File: config.mk
export PLATFORM = sky130hd
export DESIGN_NAME = mpt_plb
export DESIGN_NICKNAME = d
export VERILOG_FILES = /design/src/rtl/mpt_plb.sv
export SDC_FILE = /design/constraint.sdc
export NUM_CORES = 1
export LEC_CHECK = 0
export CORE_ASPECT_RATIO = 1.25
export CORE_MARGIN = 8
export CORE_UTILIZATION = 38
export CTS_BUF_LIST = sky130_fd_sc_hd__clkbuf_8
export CTS_CLUSTER_DIAMETER = 100
export CTS_CLUSTER_SIZE = 40
export DETAILED_ROUTE_END_ITERATION = 8
export GPL_ROUTABILITY_DRIVEN = 1
export GPL_TIMING_DRIVEN = 0
export PLACE_DENSITY = 0.61
export SYNTH_ARGS = -nofsm -noshare
export SYNTH_HDL_FRONTEND = slang
export SYNTH_SLANG_ARGS = --single-unit
File: constraint.sdc
create_clock -name clk_i -period 8.1 [get_ports clk_i]
set_input_delay 1.62 -clock clk_i [delete_from_list [all_inputs] [get_ports clk_i]]
set_output_delay 1.62 -clock clk_i [all_outputs]
set_load 0.005 [all_outputs]
File: src/rtl/mpt_plb.sv
// mpt_plb: fully-associative permission lookaside buffer ahead of the MPT walker.
// Define MPT_PLB_PERF_CNT_EN to add the hit_cnt_o / miss_cnt_o counters.
package mpt_plb_pkg;
    localparam int XLEN     = 32;
    localparam int SDID_LEN = 6;

    typedef enum logic [2:0] {
        ALLOW_NONE = 3'b000,
        ALLOW_R    = 3'b001,
        ALLOW_W    = 3'b010,
        ALLOW_RW   = 3'b011,
        ALLOW_X    = 3'b100,
        ALLOW_RX   = 3'b101,
        ALLOW_WX   = 3'b110,
        ALLOW_RWX  = 3'b111
    } mpt_permissions_e;

    typedef enum logic [1:0] {
        ACCESS_NONE  = 2'd0,
        ACCESS_READ  = 2'd1,
        ACCESS_WRITE = 2'd2,
        ACCESS_EXEC  = 2'd3
    } mpt_access_e;

    typedef struct packed {
        logic [XLEN-1:0] raw;
    } spa_t;

    typedef struct packed {
        logic [SDID_LEN-1:0] sdid;
        spa_t                spa;
        mpt_access_e         access;
    } plb_lookup_req_t;

    typedef struct packed {
        logic [SDID_LEN-1:0] sdid;
        spa_t                spa;
        mpt_permissions_e    perms;
    } plb_entry_t;
endpackage

module mpt_plb
    import mpt_plb_pkg::*;
#(
    parameter int NUM_ENTRIES = 8,
    parameter int PAGE_SHIFT  = 12
) (
    input  logic                clk_i,
    input  logic                rst_ni,
    input  logic                flush_i,
    input  logic                flush_sdid_en_i,
    input  logic [SDID_LEN-1:0] flush_sdid_i,
    input  logic                req_valid_i,
    output logic                req_ready_o,
    input  plb_lookup_req_t     req_i,
    output logic                rsp_valid_o,
    output logic                rsp_hit_o,
    output mpt_permissions_e    rsp_perms_o,
    output logic                rsp_allow_o,
    output logic                rsp_error_o,
    output logic                miss_valid_o,
    input  logic                miss_ready_i,
    output plb_lookup_req_t     miss_req_o,
    input  logic                fill_valid_i,
    input  plb_entry_t          fill_entry_i,
    input  logic                fill_error_i
`ifdef MPT_PLB_PERF_CNT_EN
    ,
    output logic [31:0]         hit_cnt_o,
    output logic [31:0]         miss_cnt_o
`endif
);
    localparam int IW = $clog2(NUM_ENTRIES);
    localparam int TW = XLEN - PAGE_SHIFT;

    typedef enum logic [1:0] {
        IDLE, LOOKUP, MISS_REQ, WAIT_FILL
    } state_e;

    state_e                r_state;
    plb_lookup_req_t       r_req;
    logic                  r_flush_seen;
    logic [NUM_ENTRIES-1:0] r_valid;
    logic [SDID_LEN-1:0]   r_sdid  [NUM_ENTRIES];
    logic [TW-1:0]         r_tag   [NUM_ENTRIES];
    mpt_permissions_e      r_perms [NUM_ENTRIES];
    logic [IW-1:0]         r_victim;
    logic                  r_rsp_valid;
    mpt_permissions_e      r_rsp_perms;
    logic                  r_rsp_allow;
    logic                  r_rsp_error;

    logic [TW-1:0]          w_req_pn;
    logic [TW-1:0]          w_fill_pn;
    logic [NUM_ENTRIES-1:0] w_lk_m;
    logic [NUM_ENTRIES-1:0] w_fill_m;
    logic [NUM_ENTRIES-1:0] w_fl_m;
    logic [IW-1:0]          w_lk_idx;
    logic [IW-1:0]          w_fill_idx;
    logic [IW-1:0]          w_free_idx;
    logic [IW-1:0]          w_alloc;
    logic                   w_hit;
    logic                   w_fill;
    logic                   w_wr;
    logic                   w_rr;
    mpt_permissions_e       w_hit_perms;
    logic                   w_unused;

    function automatic logic f_allow(
        input mpt_access_e      a,
        input mpt_permissions_e p
    );
        logic [2:0] v;
        v = p;
        unique case (a)
            ACCESS_READ:  f_allow = v[0];
            ACCESS_WRITE: f_allow = v[1];
            ACCESS_EXEC:  f_allow = v[2];
            default:      f_allow = 1'b0;
        endcase
    endfunction

    assign w_req_pn  = r_req.spa.raw[XLEN-1:PAGE_SHIFT];
    assign w_fill_pn = fill_entry_i.spa.raw[XLEN-1:PAGE_SHIFT];
    assign w_unused  = ^fill_entry_i.spa.raw[PAGE_SHIFT-1:0];

    // Descending scan so the lowest matching index wins.
    always_comb begin
        w_lk_m     = '0;
        w_fill_m   = '0;
        w_fl_m     = '0;
        w_lk_idx   = '0;
        w_fill_idx = '0;
        w_free_idx = '0;
        for (int i = NUM_ENTRIES-1; i >= 0; i--) begin
            w_lk_m[i]   = r_valid[i]
                       && r_sdid[i] == r_req.sdid
                       && r_tag[i] == w_req_pn;
            w_fill_m[i] = r_valid[i]
                       && r_sdid[i] == fill_entry_i.sdid
                       && r_tag[i] == w_fill_pn;
            w_fl_m[i]   = !flush_sdid_en_i
                       || r_sdid[i] == flush_sdid_i;
            if (w_lk_m[i])   w_lk_idx   = IW'(i);
            if (w_fill_m[i]) w_fill_idx = IW'(i);
            if (!r_valid[i]) w_free_idx = IW'(i);
        end
    end

    assign w_hit  = (r_state == LOOKUP) && (|w_lk_m) && !flush_i;
    assign w_fill = (r_state == WAIT_FILL) && fill_valid_i;
    assign w_wr   = w_fill && !fill_error_i
                 && !flush_i && !r_flush_seen;
    assign w_rr   = !(|w_fill_m) && (&r_valid);
    assign w_alloc = (|w_fill_m) ? w_fill_idx
                   : (w_rr ? r_victim : w_free_idx);

    assign w_hit_perms = r_perms[w_lk_idx];

    assign req_ready_o  = (r_state == IDLE) && !flush_i;
    assign miss_valid_o = (r_state == MISS_REQ);
    assign miss_req_o   = r_req;
    assign rsp_valid_o  = w_hit || r_rsp_valid;
    assign rsp_hit_o    = w_hit;
    assign rsp_perms_o  = w_hit ? w_hit_perms : r_rsp_perms;
    assign rsp_allow_o  = w_hit ? f_allow(r_req.access, w_hit_perms)
                                : r_rsp_allow;
    assign rsp_error_o  = !w_hit && r_rsp_error;

    always_ff @(posedge clk_i or negedge rst_ni) begin
        if (!rst_ni) begin
            r_state      <= IDLE;
            r_req        <= '0;
            r_flush_seen <= 1'b0;
            r_valid      <= '0;
            r_victim     <= '0;
            r_rsp_valid  <= 1'b0;
            r_rsp_perms  <= ALLOW_R;
            r_rsp_allow  <= 1'b0;
            r_rsp_error  <= 1'b0;
            for (int i = 0; i < NUM_ENTRIES; i++) begin
                r_sdid[i]  <= '0;
                r_tag[i]   <= '0;
                r_perms[i] <= ALLOW_NONE;
            end
        end else begin
            r_rsp_valid <= w_fill;
            r_rsp_allow <= w_fill && !fill_error_i
                        && f_allow(r_req.access, fill_entry_i.perms);
            r_rsp_error <= w_fill && fill_error_i;
            if (w_fill) r_rsp_perms <= fill_entry_i.perms;

            if (flush_i) begin
                r_valid <= r_valid & ~w_fl_m;
            end else if (w_wr) begin
                r_valid[w_alloc] <= 1'b1;
                r_sdid[w_alloc]  <= fill_entry_i.sdid;
                r_tag[w_alloc]   <= w_fill_pn;
                r_perms[w_alloc] <= fill_entry_i.perms;
                if (w_rr) r_victim <= r_victim + IW'(1);
            end

            unique case (r_state)
                IDLE: begin
                    if (req_valid_i && !flush_i) begin
                        r_req   <= req_i;
                        r_state <= LOOKUP;
                    end
                end
                LOOKUP: begin
                    r_flush_seen <= 1'b0;
                    r_state      <= w_hit ? IDLE : MISS_REQ;
                end
                MISS_REQ: begin
                    if (flush_i)      r_flush_seen <= 1'b1;
                    if (miss_ready_i) r_state      <= WAIT_FILL;
                end
                WAIT_FILL: begin
                    if (flush_i)      r_flush_seen <= 1'b1;
                    if (fill_valid_i) r_state      <= IDLE;
                end
                default: r_state <= IDLE;
            endcase
        end
    end

`ifdef MPT_PLB_PERF_CNT_EN
    logic [31:0] r_hit_cnt;
    logic [31:0] r_miss_cnt;

    always_ff @(posedge clk_i or negedge rst_ni) begin
        if (!rst_ni) begin
            r_hit_cnt  <= '0;
            r_miss_cnt <= '0;
        end else begin
            if (w_hit) r_hit_cnt <= r_hit_cnt + 32'd1;
            if (miss_valid_o && miss_ready_i)
                r_miss_cnt <= r_miss_cnt + 32'd1;
        end
    end

    assign hit_cnt_o  = r_hit_cnt;
    assign miss_cnt_o = r_miss_cnt;
`endif
endmodule

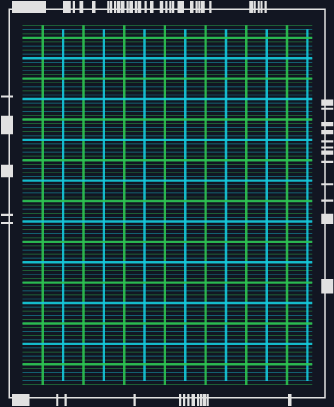
**Above:** run 1 (floorplan with the power grid).
Drawn at 1.5 px/um. Pins as bars on the die edge.
legend:
  VSS:
    color: green
  VDD:
    color: cyan
met4 straps: 14
met1 rails: 89
Chip Height: 258 um
VDD IR max: 0.000284 V
core area: 46200 um2

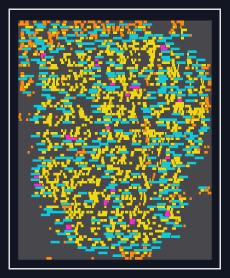
**Above:** run 1 (cells colored by class).
Drawn at 1 px/um. Fill, decap, tap and diode cells in gray.
legend:
  clock drivers and dummy loads:
    color: magenta
    cells: 25
    share_of_their_area: 2.0%
  flops:
    color: cyan
    cells: 292
    share_of_their_area: 38%
  all other logic:
    color: yellow
    cells: 1172
    share_of_their_area: 51%
  other buffers and delay cells:
    color: orange
    cells: 220
    share_of_their_area: 8.6%
post-route cell area: 19900 um2
final core utilization: 43.1%
Seq area share: 36.7%
Rows: 88

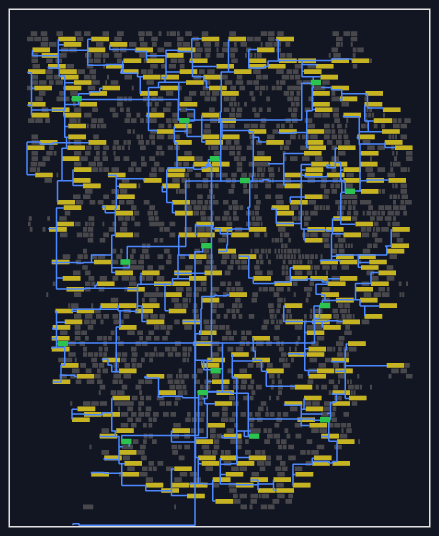
**Above:** run 1 (routed clock nets over the placement).
Drawn at 2 px/um.
legend:
  clock wires:
    color: blue
    length: 4080 um
  flip-flops:
    color: yellow
    count: 292
  cells driving clock nets:
    color: green
    count: 15
flops lie: widely spread
routed clock nets: 16
P_clk: 0.820 mW
Clk pwr share: 16.4%

==> results.sh, run 1 <==
# flow metrics
export IMPL_dieArea_um2=54100
export IMPL_critical_path_class="reg -> out"
export IMPL_total_power_mw=5.01
export IMPL_ctsHtreeMaxLevel=1
export IMPL_antenna_left=0
export IMPL_grt_max_degree=106
export IMPL_antenna_found_initial=2
export IMPL_drt_total_wl_mm=72.9
export IMPL_cts_buffers=15
export IMPL_cts_buffer_depth=3
export IMPL_async_flop_share_pct=100
export IMPL_regArea_um2=7310
export IMPL_finalHoldViolCount=0
export IMPL_die_w_um=210
export IMPL_crit_required_ps=6480
export IMPL_top_cell="dfrtp_1"
export IMPL_areaGrowthSynthToFinish_pct=11.9
export IMPL_r2r_slack_ps=4070
export IMPL_ys_sh_simple_pct=11.3
export IMPL_synth_edff_count=0
export IMPL_ios=144
export IMPL_slew_viol_final=0
export IMPL_fin_crit_ps=6780
export IMPL_detail_route_vias_per_cell=5.83
export IMPL_grt_pass1_wl_mm=103
export IMPL_grt_setup_unrepaired="no"
export IMPL_drive_gt1_share_pct=21.4
export IMPL_wl_per_cell_um=31.7
export IMPL_cpMaxStageDelayCell="a221oi_1"
export IMPL_internal_power_mw=2.84
export IMPL_clock_skew_ps=119
export IMPL_compound_area_share_pct=2.85
export IMPL_grt_total_usage_pct=26.5
export IMPL_layout_top_cells="dfrtp_1, mux2_2, xnor2_1"
export IMPL_initial_core_util_pct=38.5
export IMPL_place_gp_congestion=0.965
export IMPL_whs_endpoint="r_victim[2]$_DFFE_PN0P_"
export IMPL_synth_cells=1587
export IMPL_cts_tree="done"
export IMPL_r2r_end="r_tag[15]$_DFFE_PN0P_"
export IMPL_synth_stat_cells=1587
export IMPL_sw_frac_of_total_pct=43.3
export IMPL_yosys_warnings=0
export IMPL_synth_flops=292
export IMPL_drv_cap=0
export IMPL_cts_setup_buffers=0
export IMPL_warnings=41
export IMPL_ys_seq_share_pct=41.1
export IMPL_rr_startpoint="r_sdid[44]$_DFFE_PN0P_"
export IMPL_power_frac_seq_pct=36.9
export IMPL_path_clk_slew_ps=210
export IMPL_clk_latency_ps=680
export IMPL_area_leaders="dfrtp_1, mux2_2, xnor2_1"
export IMPL_crit_path_cell_trace="buf_4, xnor2_1, nand4_1, nor4_1, nand2_1, a221oi_1, mux2_2, a2111o_1, nand4_1, a311oi_1, or3_1, clkdlybuf4s50_1"
export IMPL_critPathMaxFanout=9
export IMPL_worstMarginPinSlew_ps=1310
export IMPL_fa_ha_area_share_pct=0.0703
export IMPL_yosys_top_cells_count="dfrtp_1, mux2_2, xnor2_1"
export IMPL_syn_area_per_cell_um2=11.2
export IMPL_num_vias=13400
export IMPL_status="completed"
export IMPL_setup_viol=0
export IMPL_ys_flop_type="dfrtp_1"
export IMPL_final_common_cell="dfrtp_1"
export IMPL_ys_top_logic_family="XOR/XNOR gates"
export IMPL_cp_end_kind="output port"
export IMPL_p_leak_nw=8.88
export IMPL_synth_top_cell_by_area="dfrtp_1"
export IMPL_synth_cell_types=63
export IMPL_grt_pass1_vias=13600
export IMPL_hold_class="reg -> reg"
export IMPL_slew_headroom_pct=11.5
export IMPL_clock_root_buffer="clkbuf_8"
export IMPL_fillers=4458
export IMPL_critPathCapture="rsp_allow_o"
export IMPL_worstSetupStartpointType="register"
export IMPL_hold_buffers=0
export IMPL_p_switching_mw=2.17
export IMPL_critical_path_top_delay_family="simple AND/OR/NAND/NOR gates"
export IMPL_syn_area_um2=17800
export IMPL_hpwlAfterDp_mm=52.4
export IMPL_hold_depth=1
export IMPL_drt_iter0_markers=1213
export IMPL_grt_overflow_total=0
export IMPL_drt_drc_violations_left=0
export IMPL_cp_num_buf_inv=2
export IMPL_min_from="r_victim[2]$_DFFE_PN0P_"
export IMPL_combinationalPowerShare_pct=46.8
export IMPL_path_depth=12
export IMPL_nets=1797
export IMPL_cp_arrival_ps=5160
export IMPL_yosys_area_um2=17800
export IMPL_tns_ps=0
export IMPL_startpoint="miss_req_o[23]$_DFFE_PN0P_"
export IMPL_cpPeakStageDelay_ps=790
export IMPL_max_freq_ghz=0.147
export IMPL_mi_logic_area_um2=9800
export IMPL_cts_sinks=292
export IMPL_finalCritPeriodShare_pct=83.8
export IMPL_cts_resized=0
export IMPL_powerDensity_nw_per_um2=252
run 1: metal layers:
metal | share of wire [%] | GRT usage [%]
met5 | 0 | 0
met4 | 4.8 | 11.9
met3 | 6.9 | 3.98
met2 | 47 | 43.5
met1 | 41 | 34.2
run 1: area by class of cell:
type                       instances  area share (%)
timing repair buffer              97            5.08
clock buffer                      15            1.04
multi-input combinational       1159            49.2
clock inverter                    10           0.848
inverter                          13           0.245
buffer                           123            3.22
antenna                            2          0.0251
tap                              585            3.67
sequential                       292            36.7
run 1: registers in the layout (all words and copies together) (netlist names), named ones only:
name,cells
miss_req_o,40
r_flush_seen,1
r_perms,24
r_rsp_allow,1
r_rsp_error,1
r_rsp_perms,3
r_rsp_valid,1
r_sdid,48
r_state,1
r_tag,160
r_valid,8
r_victim,3
run 1: power by group through the flow:
stage               clock, mW  sequential (mW)  combinational (mW)
global route            0.879             1.87                2.45
detailed placement          0             1.87                2.31
global placement            0             1.87                2.32
floorplan                   0             1.83                1.34
finish                  0.820             1.85                2.34
CTS                     0.836             1.85                2.32
run 1: logic make-up after synthesis:
logic type	Yosys count
multiplexers	283
flip-flops	292
AND-OR/OR-AND	72
XOR/XNOR	466
adder cells (fa/ha/maj)	1
buffers and inverters	136
AND/OR/NAND/NOR	337
run 1: metrics by stage:
| stage | instances | hold WS [ps] | cell area (um2) | setup slack [ps] |
|---|---|---|---|---|
| 2_1_floorplan | 1587 | 445 | 17800 | 3360 |
| 3_3_place_gp | 2267 | 465 | 19500 | -7840 |
| 3_5_place_dp | 2269 | 465 | 19500 | 1770 |
| 4_1_cts | 2294 | 488 | 19900 | 1330 |
| 5_1_grt | 2295 | 520 | 19900 | 1190 |
| 6_report | 2296 | 487 | 19900 | 1320 |
**Run 1: metal layers overlaid**

Drawn at 1.5 px/um. Two of the layers only.
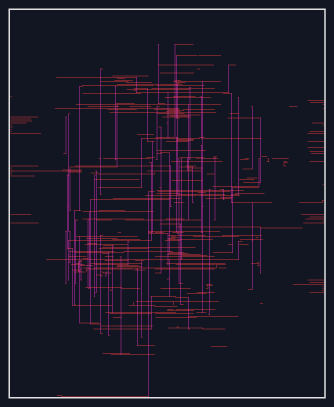

## Run 2: what changed since run 1
==> constraint.sdc (replaced) <==
create_clock -name clk_i -period 6.55 [get_ports clk_i]
set_input_delay 1.31 -clock clk_i [delete_from_list [all_inputs] [get_ports clk_i]]
set_output_delay 1.31 -clock clk_i [all_outputs]
set_load 0.005 [all_outputs]
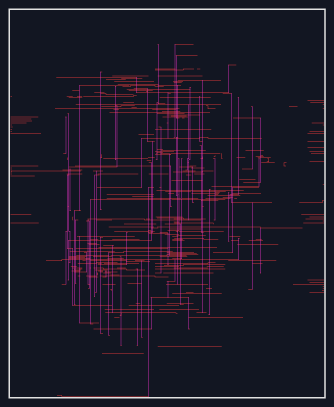
**Above:** run 2 (metal layers overlaid).
Drawn at 1.5 px/um. Two of the layers only.
legend:
  met4:
    color: magenta
    wire_length: 3550 um
  met3:
    color: red
    wire_length: 5010 um
Tot GR Track Use: 26.5%
routed len/inst: 31.8 um
via count: 13.4k
routed wire length: 73.0 mm

==> run 2 against run 1 <==
Effect of this change:
- count of clock-buffer cells in the layout unchanged
- first-iteration DRC count increased by 0.25%
- combinational power increased by 24%
- sequential share of layout area about the same
- via count increased by 0.38%
- critical path depth unchanged
- non-clock buffer count unchanged
- global-route usage unchanged
- clock power increased by 24%
- utilization about the same
- sequential power increased by 24%
- area after synthesis unchanged
- critical endpoint unchanged
- largest power group unchanged
==> results.sh, run 2 <==
# flow metrics
export IMPL_status="completed"
export IMPL_setup_slack_ps=264
export IMPL_slew_headroom_pct=11.2
export IMPL_initial_core_util_pct=38.5
export IMPL_drt_iter0_markers=1216
export IMPL_critical_path_top_delay_family="simple AND/OR/NAND/NOR gates"
export IMPL_yosys_top_cells_count="dfrtp_1, mux2_2, xnor2_1"
export IMPL_worstMarginPinSlew_ps=1330
export IMPL_synth_stat_cells=1587
export IMPL_use_met3_pct=3.98
export IMPL_slew_viol_final=0
export IMPL_grt_max_degree=106
export IMPL_finalHoldViolCount=0
export IMPL_cp_num_buf_inv=2
export IMPL_synth_cells=1587
export IMPL_yosys_warnings=0
export IMPL_ir_drop_v=0.000351
export IMPL_startpoint="miss_req_o[30]$_DFFE_PN0P_"
export IMPL_areaGrowthSynthToFinish_pct=12.0
export IMPL_final_area_um2=19900
export IMPL_worstSetupStartpointType="register"
export IMPL_fillers=4457
export IMPL_rr_startpoint="r_sdid[44]$_DFFE_PN0P_"
export IMPL_nets=1797
export IMPL_syn_area_per_cell_um2=11.2
export IMPL_place_gp_congestion=0.965
export IMPL_synth_flops=292
export IMPL_die_w_um=210
export IMPL_clkPwrFrac_pct=16.4
export IMPL_crit_required_ps=5240
export IMPL_final_util_pct=43.1
export IMPL_fin_crit_ps=6290
export IMPL_grt_setup_unrepaired="no"
export IMPL_warnings=41
export IMPL_cts_buffer_depth=3
export IMPL_rows=88
export IMPL_cpMaxStageDelayCell="nor4_1"
export IMPL_synth_edff_count=0
export IMPL_layout_top_cells="dfrtp_1, mux2_2, xnor2_1"
export IMPL_cts_tree="done"
export IMPL_pg_seq_mw=2.29
export IMPL_cpPeakStageDelay_ps=700
export IMPL_cts_sinks=292
export IMPL_crit_path_cell_trace="buf_4, xnor2_1, nand4_1, nor4_1, nand2_1, a221oi_2, mux2_2, a2111o_1, nand4_1, a311oi_1, or3_1, clkdlybuf4s50_1"
export IMPL_combinationalPowerShare_pct=46.8
export IMPL_yosys_area_um2=17800
export IMPL_regMostFlops="r_tag"
export IMPL_gr_usage_met2_pct=43.5
export IMPL_grt_pass1_vias=13600
export IMPL_largest_reg_flops=160
export IMPL_ys_flop_type="dfrtp_1"
export IMPL_grt_overflow_total=0
export IMPL_synth_top_cell_by_area="dfrtp_1"
export IMPL_met1_usage_pct=34.2
export IMPL_ctsHtreeMaxLevel=1
export IMPL_critPathMaxFanout=9
export IMPL_total_power_mw=6.20
export IMPL_grt_busiest_layer="met2"
export IMPL_mi_logic_area_um2=9800
export IMPL_clock_root_buffer="clkbuf_8"
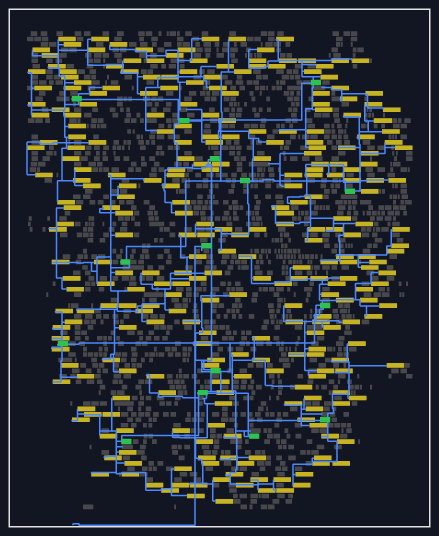
**Above:** run 2 (routed clock nets over the placement).
Drawn at 2 px/um.
legend:
  clock wires:
    color: blue
    length: 4070 um
  cells driving clock nets:
    color: green
    count: 15
  flip-flops:
    color: yellow
    count: 292
routed clock nets: 16
flops lie: widely spread
Latency at later pin: 680 ps
P_clk: 1.02 mW
clk_skew: 109 ps

## run 2: cell counts after synthesis
Identical to the previous run, type by type.
## run 2: cells by family after synthesis
kind of cell	synth area share, %
XOR/XNOR	23.0
AND/OR/NAND/NOR	11.3
flip-flops	41.1
multiplexers	17.9
buffers and inverters	3.88
AND-OR/OR-AND	2.85
adder cells (fa/ha/maj)	0.0703
## run 2: timing repair
item                                    4_1_cts  5_1_grt
buffers inserted                              0        0
endpoints found under the setup margin        0        1
resized                                       0        1
## run 2: layer usage
metal / up-vias / part of all wire [%] / routed length (um)
li1: 5804 / - / -
met1: 6887 / 41 / 30000
met2: 594 / 47 / 34400
met3: 156 / 6.9 / 5010
met4: 0 / 4.9 / 3550
met5: - / 0 / 0
## run 2: layout make-up
class                   count  share of cell area [%]
multi-input cells        1159                    49.2
flip-flops and latches    292                    36.7
repair buffers             97                    5.07
well taps                 585                    3.67
plain buffers             123                    3.22
clock buffers              15                    1.04
clock inverters            10                   0.848
inverters                  13                   0.245
diodes                      2                  0.0251
## run 2: path summary, 6_finish.rpt
kind                       slack, ps  cells past startpoint                      end
max                              260                     12              rsp_allow_o
min                              490                      1  r_victim[2]$_DFFE_PN0P_
max reg2reg                     2540                     10    r_tag[15]$_DFFE_PN0P_
min reg2reg                      490                      1  r_victim[2]$_DFFE_PN0P_
max in group asynchronous       4450                      3   r_tag[113]$_DFFE_PN0P_
min in group asynchronous        620                      1    r_tag[17]$_DFFE_PN0P_
## run 2: per-stage QoR
stage / hold WS [ps] / TNS, ps / std cells
CTS: 488 / 0 / 2294
detailed placement: 465 / 0 / 2269
global placement: 465 / -2634350 / 2267
finish: 486 / 0 / 2296
global route: 520 / 0 / 2295
floorplan: 445 / 0 / 1587
Power figures rest on the tool's default switching activity, not on a simulated workload.
